$ cat src/rtl/rf_port_arbiter.sv
// rf_port_arbiter: shares a 32x32 register file (2R/1W, 1-cycle registered read)
// between the CPU core (requester 0) and the debug unit (requester 1).
//
// Ports:
//   clk, rst                      clock, asynchronous active-high reset
//   core_valid/core_ready         core request handshake (ready is combinational)
//   core_ra0/ra1/we/wa/wd         core read addresses and write request
//   core_rsp_valid/core_rd0/rd1   core read response, one cycle after the grant
//   dbg_*                         same groups for the debug requester
//   rf_ra0/ra1/wa/wd/we           register file drive
//   rf_rd0/rf_rd1                 register file read data (cycle after address)
module rf_port_arbiter #(
  parameter int unsigned STARVE_MAX = 4
) (
  input  logic        clk,
  input  logic        rst,
  input  logic        core_valid,
  output logic        core_ready,
  input  logic [4:0]  core_ra0,
  input  logic [4:0]  core_ra1,
  input  logic        core_we,
  input  logic [4:0]  core_wa,
  input  logic [31:0] core_wd,
  output logic        core_rsp_valid,
  output logic [31:0] core_rd0,
  output logic [31:0] core_rd1,
  input  logic        dbg_valid,
  output logic        dbg_ready,
  input  logic [4:0]  dbg_ra0,
  input  logic [4:0]  dbg_ra1,
  input  logic        dbg_we,
  input  logic [4:0]  dbg_wa,
  input  logic [31:0] dbg_wd,
  output logic        dbg_rsp_valid,
  output logic [31:0] dbg_rd0,
  output logic [31:0] dbg_rd1,
  output logic [4:0]  rf_ra0,
  output logic [4:0]  rf_ra1,
  output logic [4:0]  rf_wa,
  output logic [31:0] rf_wd,
  output logic        rf_we,
  input  logic [31:0] rf_rd0,
  input  logic [31:0] rf_rd1
);

  logic [3:0]  starve_q, starve_d;
  logic        pend_q, pend_d;
  logic        owner_q, owner_d;
  logic        zero0_q, zero0_d, zero1_q, zero1_d;
  logic        fwd0_q, fwd0_d, fwd1_q, fwd1_d;
  logic [31:0] fwd_data_q, fwd_data_d;

  logic        starved;
  logic        granted;
  logic [4:0]  g_ra0, g_ra1, g_wa;
  logic        g_we;
  logic [31:0] g_wd;
  logic [31:0] data0, data1;

  assign starved = (starve_q == 4'(STARVE_MAX));

  // Grant: core has priority unless debug has waited STARVE_MAX cycles.
  always_comb begin
    core_ready = !rst && core_valid && !(dbg_valid && starved);
    dbg_ready  = !rst && dbg_valid && (!core_valid || starved);
    granted    = core_ready || dbg_ready;
  end

  always_comb begin
    g_ra0 = dbg_ready ? dbg_ra0 : core_ra0;
    g_ra1 = dbg_ready ? dbg_ra1 : core_ra1;
    g_we  = dbg_ready ? dbg_we  : core_we;
    g_wa  = dbg_ready ? dbg_wa  : core_wa;
    g_wd  = dbg_ready ? dbg_wd  : core_wd;
  end

  always_comb begin
    rf_ra0 = granted ? g_ra0 : 5'd0;
    rf_ra1 = granted ? g_ra1 : 5'd0;
    rf_wa  = granted ? g_wa  : 5'd0;
    rf_wd  = granted ? g_wd  : 32'd0;
    rf_we  = granted && g_we && (g_wa != 5'd0);
  end

  always_comb begin
    starve_d = starve_q;
    if (dbg_ready || !dbg_valid) begin
      starve_d = 4'd0;
    end else if (!starved) begin
      starve_d = starve_q + 4'd1;
    end
  end

  // Response pipeline. The RF reads old contents on a same-cycle write, so the
  // write data is captured here and substituted on the response.
  always_comb begin
    pend_d     = granted;
    owner_d    = granted ? dbg_ready : owner_q;
    zero0_d    = (g_ra0 == 5'd0);
    zero1_d    = (g_ra1 == 5'd0);
    fwd0_d     = rf_we && (g_wa == g_ra0);
    fwd1_d     = rf_we && (g_wa == g_ra1);
    fwd_data_d = g_wd;
  end

  always_ff @(posedge clk or posedge rst) begin
    if (rst) begin
      starve_q   <= 4'd0;
      pend_q     <= 1'b0;
      owner_q    <= 1'b0;
      zero0_q    <= 1'b0;
      zero1_q    <= 1'b0;
      fwd0_q     <= 1'b0;
      fwd1_q     <= 1'b0;
      fwd_data_q <= 32'd0;
    end else begin
      starve_q   <= starve_d;
      pend_q     <= pend_d;
      owner_q    <= owner_d;
      zero0_q    <= zero0_d;
      zero1_q    <= zero1_d;
      fwd0_q     <= fwd0_d;
      fwd1_q     <= fwd1_d;
      fwd_data_q <= fwd_data_d;
    end
  end

  always_comb begin
    data0 = zero0_q ? 32'd0 : (fwd0_q ? fwd_data_q : rf_rd0);
    data1 = zero1_q ? 32'd0 : (fwd1_q ? fwd_data_q : rf_rd1);
    core_rsp_valid = pend_q && !owner_q;
    dbg_rsp_valid  = pend_q && owner_q;
    // Data is gated by valid so idle and reset cycles present zeros.
    core_rd0 = core_rsp_valid ? data0 : 32'd0;
    core_rd1 = core_rsp_valid ? data1 : 32'd0;
    dbg_rd0  = dbg_rsp_valid  ? data0 : 32'd0;
    dbg_rd1  = dbg_rsp_valid  ? data1 : 32'd0;
  end

endmodule

$ cat config.mk
export PLATFORM = sky130hd
export DESIGN_NAME = rf_port_arbiter
export DESIGN_NICKNAME = d
export VERILOG_FILES = /design/src/rtl/rf_port_arbiter.sv
export SDC_FILE = /design/constraint.sdc
export NUM_CORES = 1
export LEC_CHECK = 0
export CAP_MARGIN = 30
export CORE_AREA = 2 2 135 137
export CTS_BUF_LIST = sky130_fd_sc_hd__clkbuf_8
export DETAILED_ROUTE_END_ITERATION = 12
export DIE_AREA = 0 0 137 139
export GPL_ROUTABILITY_DRIVEN = 0
export PLACE_DENSITY = 0.63
export SYNTH_ARGS = -nofsm -noshare
export SYNTH_HDL_FRONTEND = slang
export SYNTH_SLANG_ARGS = --single-unit
$ cat constraint.sdc
create_clock -name clk -period 3.2 [get_ports clk]
set_input_delay 0.64 -clock clk [delete_from_list [all_inputs] [get_ports clk]]
set_output_delay 0.64 -clock clk [all_outputs]
set_load 0.02 [all_outputs]
Fig. 1: met3 routing
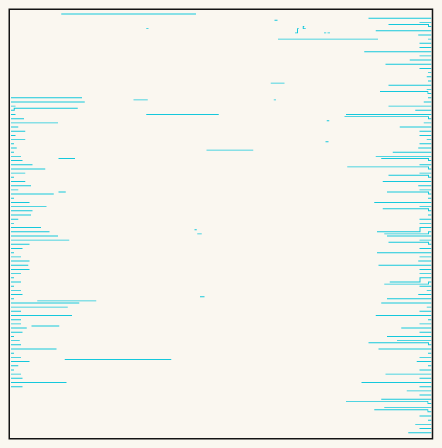
longest straight run: 43.5 um
share of all routed wire: 8.1%
main direction: horizontal
nets with wire on the layer: 183
wire length on this layer: 1520 um

Fig. 2: congestion heat map
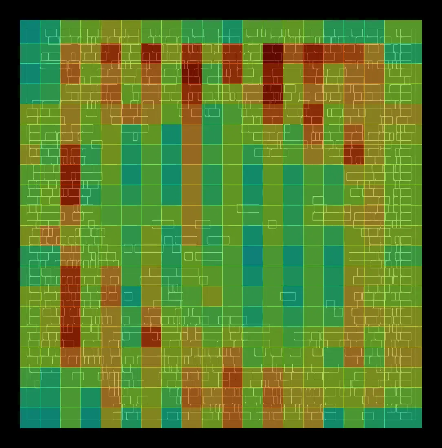
GR Util met3: 0.0523
Final Core Density: 0.434
M2 GR Usage: 0.338
Total GRT Usage: 0.192

==> results_dict.tcl <==
# flow metrics
set metrics [dict create \
    run_status "completed" \
    hold-path-endpoint "starve_q[3]" \
    p_leak_nw 3.12 \
    power_frac_comb 0.523 \
    startpoint "dbg_valid" \
    pin_count 344 \
    synth_nets 616 \
    fp.dieW_um 137 \
    inv_count 7 \
    switching_share 0.367 \
    grtUsageMet1 0.227 \
    overflow 0 \
    pwr-share-clk 0.177 \
    fp.dieH_um 139 \
    mostFrequentLayoutCell "clkdlybuf4s50_1" \
    worstSetupEndpoint "rf_wd[14]" \
    seqPwrFrac 0.300 \
    p_total_mw 1.98 \
    regArea_um2 1050 \
    vias 4549 \
    hold_viol 0 \
    initialDrtViolationCount 139 \
    fp_util 0.213 \
    vias_per_cell 4.36 \
    cts_sinks 42 \
    edf_count 0 \
    cp.required_ns 2.56 \
    netlist_area_um2 3750 \
    most_common_cell "nor2_1" \
    stdcell_count 1044 \
    fillers 1848 \
    clock_path_buffers 2 \
    cts_buffers 5 \
    simple_gate_share 0.262 \
    fin_crit_sh 0.982 \
    cts-root-buf "clkbuf_8" \
    wl_met2_um 9340 \
    final_layout_size_suffix_gt1_frac 0.148 \
    finalSetupViolCount 0 \
    rrSetupSlack_ns 1.11 \
    largest_reg_flops 32 \
    reg_top3 "fwd_data_q (32), starve_q (4)" \
    detailedPlace.worstSlack_ns -0.263 \
    hpwl_um 14900 \
    antenna_found_initial 0 \
    fmax_mhz 318 \
    grt_pass1_wl_um 27500 \
    start_kind "input port" \
    pg_comb_mw 1.04 \
    placed_area_um2 7690 \
    rows 49 \
    drc 0 \
    async_reset_ff_frac 1.00 \
    synth_area_per_cell_um2 8.34 \
    sh_seq_area 0.137 \
    internal_power_mw 1.25 \
    hold_path_class "flop to flop" \
    tns_ns 0 \
]
Power figures rest on the tool's default switching activity, not on a simulated workload.
